==> src/rtl/dense_layer_ctrl.sv <==
`default_nettype none
// ============================================================================
// Module      : dense_layer_ctrl
// Description : Sequences one fixed-point MAC neuron through a dense layer.
//               Holds the layer input vector locally, streams weights and
//               biases from a 1-cycle synchronous weight memory, and emits a
//               ReLU activation per output neuron.
// Revision    : 1.0 - initial release
// ============================================================================
module dense_layer_ctrl #(
  parameter  int N_IN  = 16,
  parameter  int N_OUT = 8,
  parameter  int AW    = 8,
  localparam int IW    = $clog2(N_IN),
  localparam int OW    = (N_OUT > 1) ? $clog2(N_OUT) : 1
) (
  input  logic          clk,
  input  logic          rst,
  input  logic          start,
  input  logic          in_wr_en,
  input  logic [IW-1:0] in_wr_addr,
  input  logic [31:0]   in_wr_data,
  output logic          w_rd_en,
  output logic [AW-1:0] w_addr,
  input  logic [31:0]   w_data,
  output logic          n_zero,
  output logic          n_isbias,
  output logic [31:0]   n_input,
  output logic [31:0]   n_weight,
  output logic [31:0]   n_last,
  input  logic [31:0]   n_out,
  output logic          busy,
  output logic          out_valid,
  output logic [OW-1:0] out_idx,
  output logic [31:0]   out_data,
  output logic          done
);

  typedef enum logic [2:0] {
    S_IDLE  = 3'd0,
    S_CLEAR = 3'd1,
    S_MAC   = 3'd2,
    S_BIAS  = 3'd3,
    S_ACT   = 3'd4
  } state_t;

  // Distance between consecutive neuron records: N_IN weights plus one bias
  localparam logic [AW-1:0] C_STRIDE = AW'(N_IN + 1);
  localparam logic [IW-1:0] C_K_LAST = IW'(N_IN - 1);
  localparam logic [OW-1:0] C_J_LAST = OW'(N_OUT - 1);

  state_t        r_state;
  logic [IW-1:0] r_k;
  logic [OW-1:0] r_j;
  logic [AW-1:0] r_base;
  logic [31:0]   r_buf [N_IN];
  logic          r_out_valid;
  logic [OW-1:0] r_out_idx;
  logic [31:0]   r_out_data;
  logic          r_done;

  logic          w_last_neuron;

  assign w_last_neuron = (r_j == C_J_LAST);
  assign n_last        = n_out;
  assign busy          = (r_state != S_IDLE);
  assign out_valid     = r_out_valid;
  assign out_idx       = r_out_idx;
  assign out_data      = r_out_data;
  assign done          = r_done;

  // Neuron and weight-memory controls decoded from the registered state
  always_comb begin
    w_rd_en  = 1'b0;
    w_addr   = '0;
    n_zero   = 1'b0;
    n_isbias = 1'b0;
    n_input  = '0;
    n_weight = '0;
    unique case (r_state)
      S_IDLE: begin
        n_zero = 1'b1;
      end
      S_CLEAR: begin
        n_zero  = 1'b1;
        w_rd_en = 1'b1;
        w_addr  = '0;
      end
      S_MAC: begin
        n_input  = r_buf[r_k];
        n_weight = w_data;
        w_rd_en  = 1'b1;
        // Prefetch the next word; on the last MAC this is the bias
        w_addr   = r_base + AW'(r_k) + AW'(1);
      end
      S_BIAS: begin
        n_isbias = 1'b1;
        n_weight = w_data;
      end
      S_ACT: begin
        // Clearing here lets the next neuron start MAC with no CLEAR cycle
        n_zero = 1'b1;
        if (!w_last_neuron) begin
          w_rd_en = 1'b1;
          w_addr  = r_base + C_STRIDE;
        end
      end
      default: begin
        n_zero = 1'b1;
      end
    endcase
  end

  // Layer sequencer, input buffer writes and registered result outputs
  always_ff @(posedge clk or posedge rst) begin
    if (rst) begin
      r_state     <= S_IDLE;
      r_k         <= '0;
      r_j         <= '0;
      r_base      <= '0;
      r_out_valid <= 1'b0;
      r_out_idx   <= '0;
      r_out_data  <= '0;
      r_done      <= 1'b0;
      for (int i = 0; i < N_IN; i++) begin
        r_buf[i] <= '0;
      end
    end else begin
      r_out_valid <= 1'b0;
      r_done      <= 1'b0;
      unique case (r_state)
        S_IDLE: begin
          if (in_wr_en && (int'(in_wr_addr) < N_IN)) begin
            r_buf[in_wr_addr] <= in_wr_data;
          end
          if (start) begin
            r_state <= S_CLEAR;
            r_j     <= '0;
            r_k     <= '0;
            r_base  <= '0;
          end
        end
        S_CLEAR: begin
          r_state <= S_MAC;
          r_k     <= '0;
        end
        S_MAC: begin
          if (r_k == C_K_LAST) begin
            r_state <= S_BIAS;
            r_k     <= '0;
          end else begin
            r_k <= r_k + IW'(1);
          end
        end
        S_BIAS: begin
          r_state <= S_ACT;
        end
        S_ACT: begin
          // ReLU only inspects the sign bit; the neuron itself wraps
          r_out_valid <= 1'b1;
          r_out_idx   <= r_j;
          r_out_data  <= n_out[31] ? 32'd0 : n_out;
          if (w_last_neuron) begin
            r_done  <= 1'b1;
            r_state <= S_IDLE;
          end else begin
            r_j     <= r_j + OW'(1);
            r_base  <= r_base + C_STRIDE;
            r_k     <= '0;
            r_state <= S_MAC;
          end
        end
        default: begin
          r_state <= S_IDLE;
        end
      endcase
    end
  end

endmodule
`default_nettype wire

==> config.mk <==
export PLATFORM = sky130hd
export DESIGN_NAME = dense_layer_ctrl
export DESIGN_NICKNAME = d
export VERILOG_FILES = /design/src/rtl/dense_layer_ctrl.sv
export SDC_FILE = /design/constraint.sdc
export NUM_CORES = 1
export LEC_CHECK = 0
export CORE_ASPECT_RATIO = 0.8
export CORE_MARGIN = 5
export CORE_UTILIZATION = 45
export CTS_CLUSTER_SIZE = 24
export DETAILED_ROUTE_END_ITERATION = 12
export HOLD_SLACK_MARGIN = 0.08
export PLACE_DENSITY = 0.65
export SLEW_MARGIN = 25
export SYNTH_ARGS = -nofsm -noshare
export SYNTH_HDL_FRONTEND = slang
export SYNTH_SLANG_ARGS = --single-unit
export TNS_END_PERCENT = 50
==> constraint.sdc <==
create_clock -name clk -period 47.7 [get_ports clk]
set_clock_uncertainty 0.1 [all_clocks]
set_input_delay 7.155 -clock clk [delete_from_list [all_inputs] [get_ports clk]]
set_output_delay 7.155 -clock clk [all_outputs]
set_load 0.02 [all_outputs]
==> run notes, run 1 <==
Notes on the physical design

The run finished with clean final reports. The clock period could shrink to about 16000 ps. The power report attributes to the sequential group a share of 0.415. On the critical path, the stage with the largest delay is an instance of clkdlybuf4s50_1. The report gives the cell count of the worst hold path as 2.

On the critical path the largest part of the delay comes from buffers and inverters. The register area share after synthesis is 0.535. Ranked by total cell area, the synthesized netlist is headed by dfrtp_1 (54%), mux2_2 (20%), mux4_2 (9.4%).

OpenSTA lists the critical path startpoint as n_out[31]. The leakage power in the latest report is 0.0139 uW. The measured slew at the worst slew-check pin is 986 ps. The final layout net count is roughly 2100.

TritonRoute output was used to compute an average wire per cell of between 20 and 25 um. The post-route clock period utilization is 0.338. The clock tree buffer depth is 3. For reference, the clock transition at the flip-flops on the worst setup and hold paths is 60 ps.

roughly 250 I/O pins were placed. The total cells reported by yosys after synthesis is between 1500 and 2000. The internal power component is around 1400 uW. Once detailed placement completed, the half-perimeter wirelength came to roughly 40 mm. The final antenna-violating net count is 0. The number of global-route vias before repair is 16904.

The STA report counts the stages on the worst setup path as 2. Of the total power, the clock network draws 0.231. The global route stage reports its total congestion overflow as 0. The hold-fix buffer count after cts is 0. The count of fill cells added during filler insertion is between 4000 and 5000. The number of buffers inserted during clock tree synthesis is ~56. For the worst-skew pair, the clock arrives at the later sink with an insertion delay of between 600 and 700 ps. Data arrives at the worst endpoint at 8860 ps. CTS built an H-tree with a depth of 2. Per the final layout report, the fraction of cells sized above drive strength 1 comes to 0.381. Once the clock tree was built, the resizer swapped 0 gates to a different size. The relative slew slack is 0.340. The number of setup buffers added after CTS is 0. In this run the tools logged warnings totalling 33. The total setup violations reported at the end of the flow is 0. The number of buffers and inverters on the critical path is 2.

The tree is rooted in a clkbuf_16. The combinational cell fraction of total power is 0.355. Yosys mapped a number of flops with a built-in enable equal to 0. Walking the worst path, the cells encountered are clkdlybuf4s50_1, clkdlybuf4s50_1. The synthesized net count is approximately 1900. The routability-driven placement congestion ratio is roughly 0.83. STA reports the tightest min-delay check as being of type register to register. The areal power density over the cells is 65.3 nW/um^2.

The sequential cell area is between 10000 and 15000 um^2. The count of final max-slew check failures is 0. Of all cell types, the one taking the most synthesized area is dfrtp_1. The end point of the critical path is n_last[31]. The number of cells on the worst reg-to-reg path is 5.

Summed over all nets, the switching power comes to between 600 and 700 uW. The worst-case reg-to-reg setup slack stands at 44260 ps. The area taken by multi-input combinational cells is reported as around 11000 um^2. Measured along the x axis, the die boundary spans 281 um. Per the post-synthesis report, the number of cells in the design is around 1800. The report lists the number of standard-cell rows as about 79.

Per the cell usage report, the commonest logic cells after layout are dfrtp_1 (563), mux2_2 (472), clkdlybuf4s50_1 (247). The first-pass GRT wire length is about 100 mm. The iteration count recorded for the first detailed-route pass is 5. For this run, asynchronously set or reset flops after synthesis account for 1.00. The setup total negative slack is 0 ps. STA lists the startpoint of the worst register-to-register path as r_state[2]$_DFFE_PP0P_. The kind of end point of the critical path is an output port. Per the OpenROAD floorplan log, the height of the die is 227 um.

The required time of the worst setup path is ~40000 ps. Dividing the synthesized area by the synthesized cell count gives between 10 and 15 um^2. Counting flops and latches in the post-synthesis netlist gives roughly 570. The number of DRC markers in iteration 0 is just over 1000. Setup repair after global routing left no endpoint under its margin. The count of buffers inserted at the top-level ports is 247. The cell area that synthesis handed to floorplanning was 26500 um^2. The global-route total usage across every layer is 0.211.

The highest ir drop seen on vdd is around 0.042 mV. The worst setup path category is primary input to output port. The final hold violation count is 0. Using the TritonRoute via totals, the vias-per-cell ratio works out to 5.73.

The core region is 58200 um^2. In this run the most critical hold path is launched from out_idx[2]$_DFFE_PP0P_. The final hold slack is 378 ps.

Entering global routing, the biggest net connects around 130 pins. The biggest cell delay along the critical path is around 960 ps. The switching share of power is 0.308. In the routed design, unresolved DRC markers number 0. The sink count of the clock tree is 566.

The area fraction of the largest cell type after synthesis is 0.535. The summed standard-cell area reported by yosys is ~26000 um^2. The area growth from synthesis to layout is 18.2%. Of all nets on the critical path, the largest fanout is 32. By instance count, the cell type seen most on the critical path is clkdlybuf4s50_1. The endpoint of the worst register-to-register path is r_buf[510]$_DFFE_PP0P_.

The worst setup path is launched from a primary input. The unique cell type count in the Yosys netlist is about 50. In the synthesized netlist the dominant register cell turns out to be dfrtp_1. Warnings reported by Yosys during synthesis add up to 0. The top achievable clock speed is around 62 MHz. The die covers around 64000 um^2. The initial antenna violation count is 3. TritonCTS built the clock tree. The initial core utilization is 0.455. The max-capacitance violation count is 0.
[run 1: flip-flops by register name, summed over array words and instances (netlist names)]
register   count
out_data      31
r_buf        512
done           1
r_state        3
r_j            3
out_valid      1
r_base         8
r_k            4
out_idx        3
[run 1: power groups by stage]
stage | Combinational [uW] | Clock (uW) | Sequential [uW]
final | 725 | 472 | 847
after global routing | 784 | 502 | 876
after CTS | 734 | 484 | 846
after detailed placement | 732 | 0 | 853
after global placement | 714 | 0 | 837
after floorplan | 537 | 0 | 813
[run 1: routing by layer]
metal	track usage	wire, um	vias up
li1	-	-	6945
met5	0	27	-
met1	0.321	32000	8535
met4	0.0458	1150	4
met2	0.325	30500	386
met3	0.0331	3560	85
[run 1: how the worst min path moves through the flow]
stage	to	slack (ps)
floorplan	r_buf[416]$_DFFE_PP0P_	350
global placement	out_idx[0]$_DFFE_PP0P_	360
detailed placement	out_idx[2]$_DFFE_PP0P_	370
CTS	out_idx[2]$_DFFE_PP0P_	380
global route	r_buf[431]$_DFFE_PP0P_	390
finish	out_idx[2]$_DFFE_PP0P_	380
[run 1: area by class of cell]
class	instances	share of cell area
Inverter	12	0.00168
Clock buffer	75	0.0512
Tap cell	769	0.0308
Timing Repair Buffer	278	0.0875
Multi-Input combinational cell	1055	0.364
Antenna cell	2	0.000160
Clock inverter	28	0.0121
Sequential cell	566	0.453
[run 1: synthesized netlist by cell type, types with 2 or more instances]
library cell  number
and3_1            22
nor3b_4            2
buf_2             23
mux2_1            10
mux4_2           110
xnor2_1            2
a211oi_1           2
nand2_1           66
and2_1            34
nand3_1            7
nand2b_1          35
buf_6              8
or3_1              2
nor2_1            17
a31oi_1            2
mux2i_1           66
o31ai_1            3
a21oi_1            5
dfrtp_1          566
clkbuf_1          89
o221ai_1           2
nor3_1             6
a221o_1           18
mux2_4            30
buf_4             37
buf_1             33
o22ai_1           17
a22oi_1           18
inv_1             12
nor2b_1            5
a22o_1            21
mux2_2           472
o21ai_0           54
ha_1               9
xor2_1             3
[run 1: metrics by stage]
step           power [uW]  std cells   util  worst slack, ps  cell area [um^2]
2_1_floorplan        1350       1823      -            24610             26500
3_3_place_gp         1550       2680  0.503            31650             29300
3_5_place_dp         1580       2680  0.503            31580             29300
4_1_cts              2060       2783  0.537            31580             31300
5_1_grt              2160       2783  0.537            31490             31300
6_report             2040       2785  0.537            31590             31300
[run 1: cell families (layout without fill, tap and decap cells)]
family,after synthesis,in the layout,synth area share
compound gates,148,148,0.0386
xor+xnor,5,5,0.00165
fa+ha+maj,10,10,0.00501
buf+inv,202,393,0.0372
flops,566,566,0.535
mux,688,688,0.341
other cells,1,3,0.000142
simple gates,203,203,0.0417
run_1/sizes.png
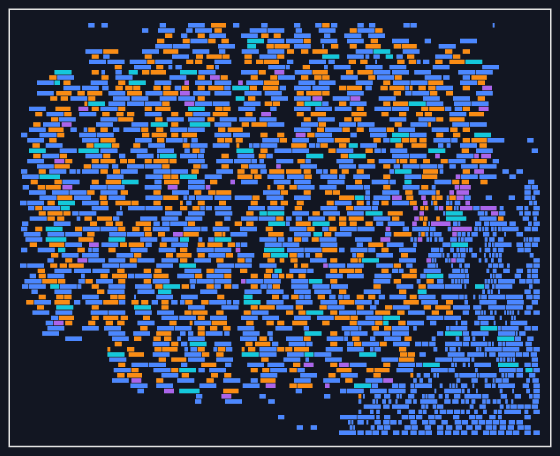
[blue] _0 and _1 cells | cells: 1247
[cyan] _6 and larger | cells: 88
[orange] _2 cells | cells: 614
[purple] _3 and _4 cells | cells: 65

run_1/clk_routes.png
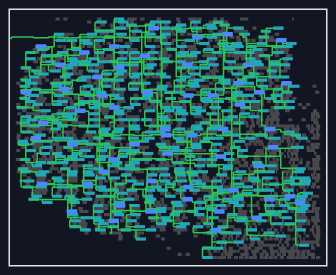
[green] clock wires | length: 7030 um
[blue] clock drivers | count: 56
[cyan] flip-flops | count: 566
routed clock nets: 57
flops lie: spread over the die

run_1/logic_types.png
The bar under the picture is 100 um long.
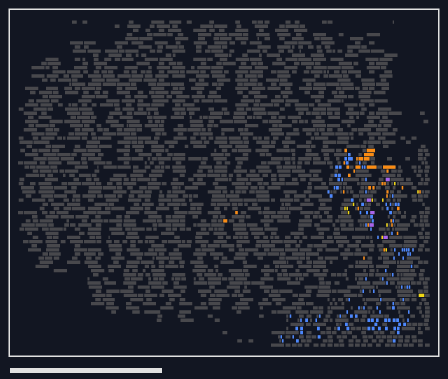
[purple] XOR/XNOR gates | cells: 5 | most used: xor2_1 | where: east
[orange] NOR gates | cells: 33 | most used: nor2_1 | where: east
[blue] NAND gates | cells: 109 | most used: nand2_1
[yellow] inverters | cells: 12 | most used: inv_1 | where: east
leading cell type in the layout, fill and taps excluded: dfrtp_1
number of standard cells in the final layout excluding fillers: 2785

run_1/layer_met3.png
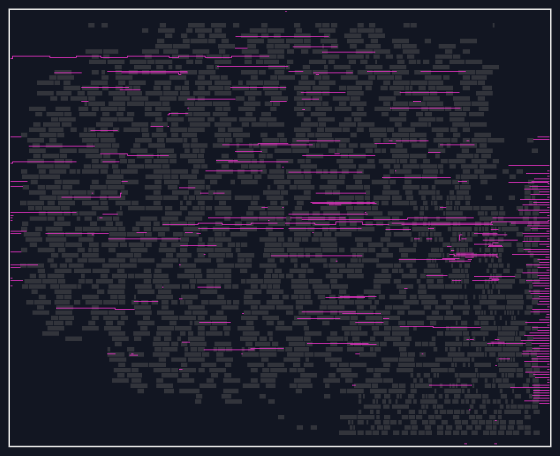
main direction: horizontal
longest straight run: 55.0 um
wire length on this layer: 3560 um
DR vias: 15955
total wire length: 67.3 mm
Global Route met3 Usage: 0.0331

run_1/congestion.png
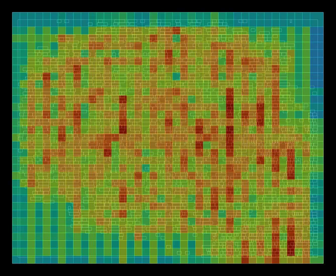

## Run 2: what changed since run 1
==> constraint.sdc (replaced) <==
create_clock -name clk -period 14.9 [get_ports clk]
set_clock_uncertainty 0.1 [all_clocks]
set_input_delay 2.235 -clock clk [delete_from_list [all_inputs] [get_ports clk]]
set_output_delay 2.235 -clock clk [all_outputs]
set_load 0.02 [all_outputs]
run_2/congestion.png
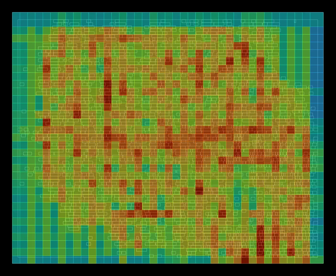
busiest layer in global routing: met1
global-route total usage across every layer: 0.216
met2 Use GR: 0.325
Final Core Density: 0.538

run_2/logic_types.png
The bar under the picture is 100 um long.
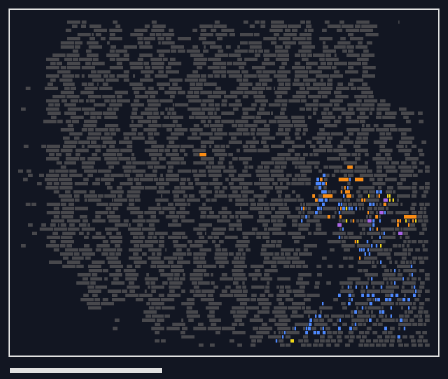
number of standard cells in the final layout excluding fillers: 2789
share of the final layout cell area in multi-input gates: 0.364

==> run 2 against run 1 <==
Sequential power rose to 3.2 times the previous value. Global-route usage rose by 0.53 points. Flip-flop count unchanged.
==> run notes, run 2 <==
Notes on the physical design

The flip-flop and latch count after synthesis is 566 (unchanged). The instance count of the mapped netlist is 1823 (unchanged). The max-capacitance violation count was 0 (unchanged). The half-perimeter wire length after placement is 41.4 mm (+3.8%). The CTS tree is built. The unique cell type count in the Yosys netlist is 50 (unchanged).

The data arrival at the endpoint of the critical path was 4700 ps (-4160 ps). The first-pass GRT wire length is 107 mm (+1.8%). The cell area after technology mapping is 26500 um^2 (unchanged).

The final hold slack is 381 ps (+3.20 ps). The highest ir drop seen on vdd is 0.118 mV (+180%). Sorting the synthesized cells by area gives the leading types as dfrtp_1 (54%), mux2_2 (20%), mux4_2 (9.4%). The total cells reported by yosys after synthesis is 1823 (unchanged). The cell type contributing the most total cell area after synthesis is dfrtp_1. The summed standard-cell area reported by yosys came to 26500 um^2 (unchanged). The relative slew slack is 0.348 (+0.00739). The floorplan die height is 227 um (unchanged). The count of buffers inserted at the top-level ports came to 247 (unchanged). The area growth from synthesis to layout was 18.2% (about the same). The static leakage came to 0.0139 uW (+0.23%). The register clock-pin slew on the reported worst setup and hold paths was 60 ps (about the same).

The area of all placed cells without fillers is 31300 um^2 (about the same). The total wirelength of the detailed-routed design is 69.5 mm (+3.2%). The number of DRC markers in iteration 0 is 1311 (+30%). The H-tree depth is 2 (unchanged).

Setup repair after global routing left no endpoint under its margin. The width of the chip came to 281 um (unchanged). The post-synthesis area per instance is 14.5 um^2 (unchanged). The residual DRC count is 0 (unchanged). Among all flip-flop cells after synthesis, the most frequent one is dfrtp_1. The register area share after synthesis came to 0.535 (unchanged).

The top cell types in the final layout, fill and taps aside, are dfrtp_1 (563), mux2_2 (472), clkdlybuf4s50_1 (247). The routability-driven placement congestion ratio is 0.857 (+3.7%). The number of global-route vias before repair came to 16781 (-0.73%). r_buf holds more flip-flops than any other register. The share of Yosys cell area claimed by the top area cell type is 0.535 (unchanged). The area of the core region came to 58200 um^2 (unchanged).

The setup total negative slack is 0 ps (unchanged). The sink count of the clock tree came to 566 (unchanged). The number of flops mapped to enable cells by yosys is 0 (unchanged). Derived from the worst setup path, the maximum achievable clock frequency is about 140 MHz. The initial antenna violation count is 1 (-2). The insertion delay at the late pin of the worst-skew pair is 610 ps (about the same). The via density per instance is 5.78 (+0.95%). The total setup violations reported at the end of the flow is 0 (unchanged). The final layout net count is 2087 (+0.19%). The critical path in this run is classified as register to output port. Counting only logic cells after layout, the most numerous master is dfrtp_1. The launching element of the worst setup path is r_k[0]$_DFFE_PP0P_. The worst setup path is captured at an output port. The number of buffers inserted during clock tree synthesis is 57 (+1.8%). The I/O pin count is 249 (unchanged). The share of layout cells above drive strength 1 came to 0.380 (-0.000943).

The most critical min-delay path falls under register to register. The maximum net fanout on the critical path is 49 (+53%). The start point of the worst min-delay path is out_data[14]$_DFFE_PP0P_. The post-synthesis cell type with the largest instance count is dfrtp_1.

The worst path in the final design needs a cycle of roughly 7000 ps, including I/O delays and setup. The post-route clock period utilization is 0.472. The post-detailed-route wirelength per cell is 24.9 um (+3.1%). The run finished with clean final reports.

The required time of the worst setup path is 12570 ps (-27880 ps). The measured slew at the worst slew-check pin came to 977 ps (-8.93 ps). The maximum number of pins on one net before global-route repair is 190 (+51%). The count of fill cells added during filler insertion came to 4748 (+0.27%). The routed via count was 16130 (+1.1%). The global route total overflow was 0 (unchanged). The synthesized net count is 1937 (unchanged).

The library cell used as clock root buffer is clkbuf_16. The initial core utilization is 0.455 (unchanged). The share of flip-flops with an asynchronous set or reset after synthesis is 1.00 (unchanged). The area of the die is 63800 um^2 (unchanged). The number of warning messages in the yosys log was 0 (unchanged). The number of setup buffers added after CTS is 0 (unchanged). The final hold violation count is 0 (unchanged). The row count is 79 (unchanged). The nature of the critical path startpoint is a register.

The areal power density over the cells was 209 nW/um^2 (+220%). The instance area at placement came to 29300 um^2 (about the same). Counting instances in the post-synthesis netlist gives the leading cell types as dfrtp_1 (566), mux2_2 (472), mux4_2 (110). The final antenna-violating net count was 0 (unchanged).

The count of final max-slew check failures is 0 (unchanged). The worst reg2reg path startpoint is r_state[2]$_DFFE_PP0P_. The post-cts resize count came to 0 (unchanged). The detailed-router iteration count before antenna repair is 5 (unchanged).

The stage-log warning count was 30 (-9.1%). The number of flip-flops under the largest register name is 512 (unchanged). The hold-fix buffer count after cts came to 0 (unchanged).

The clock tree buffer depth came to 3 (unchanged).
-- run 2: worst paths after layout --
path                                            end  depth (start not counted)  slack [ps]
max reg2reg                  r_buf[424]$_DFFE_PP0P_                          5       11310
max                                     n_input[14]                          6        7870
min                        out_data[14]$_DFFE_PP0P_                          2         380
max in group asynchronous     r_buf[50]$_DFFE_PP0P_                          4       10870
min reg2reg                out_data[14]$_DFFE_PP0P_                          2         380
min in group asynchronous  out_data[19]$_DFFE_PP0P_                          2        1900
-- run 2: cell families after synthesis --
group	after synthesis	share of synthesized area
buffers and inverters	202	0.0372
multiplexers	688	0.341
AND/OR/NAND/NOR	203	0.0417
XOR/XNOR	5	0.00165
adder cells (fa/ha/maj)	10	0.00501
AND-OR/OR-AND	148	0.0386
other	1	0.000142
flip-flops	566	0.535
-- run 2: report_power, final --
part	switching, uW	leakage (uW)	internal [uW]	total [uW]
Combinational	1010	0.00560	1350	2360
Clock	606	0.000977	872	1480
Sequential	423	0.00733	2280	2700
-- run 2: through the flow --
step,power [uW],setup slack (ps),std cells
3_5_place_dp,5090,8180,2681
2_1_floorplan,4320,4860,1823
5_1_grt,6900,7560,2788
3_3_place_gp,5000,8200,2681
4_1_cts,6590,7490,2786
6_report,6540,7870,2789
-- run 2: cell type report --
cell class	count	area [um^2]	area share
timing repair buffer	281	2780	0.0888
clock buffer	89	1790	0.0572
tap	769	962	0.0307
sequential	566	14200	0.453
multi-input combinational	1055	11400	0.364
clock inverter	16	159	0.00508
antenna	1	2.50	0.0000799
inverter	12	48.8	0.00156
-- run 2: critical path, cell delays in order, from the launching register on --
cell and delay [ps]:
dfrtp_4 850, buf_6 630, buf_4 820, mux4_2 590
a22o_1 190, a221o_1 370, clkdlybuf4s50_1 580
-- run 2: per-layer routing --
layer / vias up / track usage / wire (um)
met1: 8615 / 0.326 / 32500
met4: 2 / 0.0545 / 1650
met3: 100 / 0.0446 / 4490
met5: - / 0 / 13
li1: 6949 / - / -
met2: 464 / 0.325 / 30800
Power figures rest on the tool's default switching activity, not on a simulated workload.
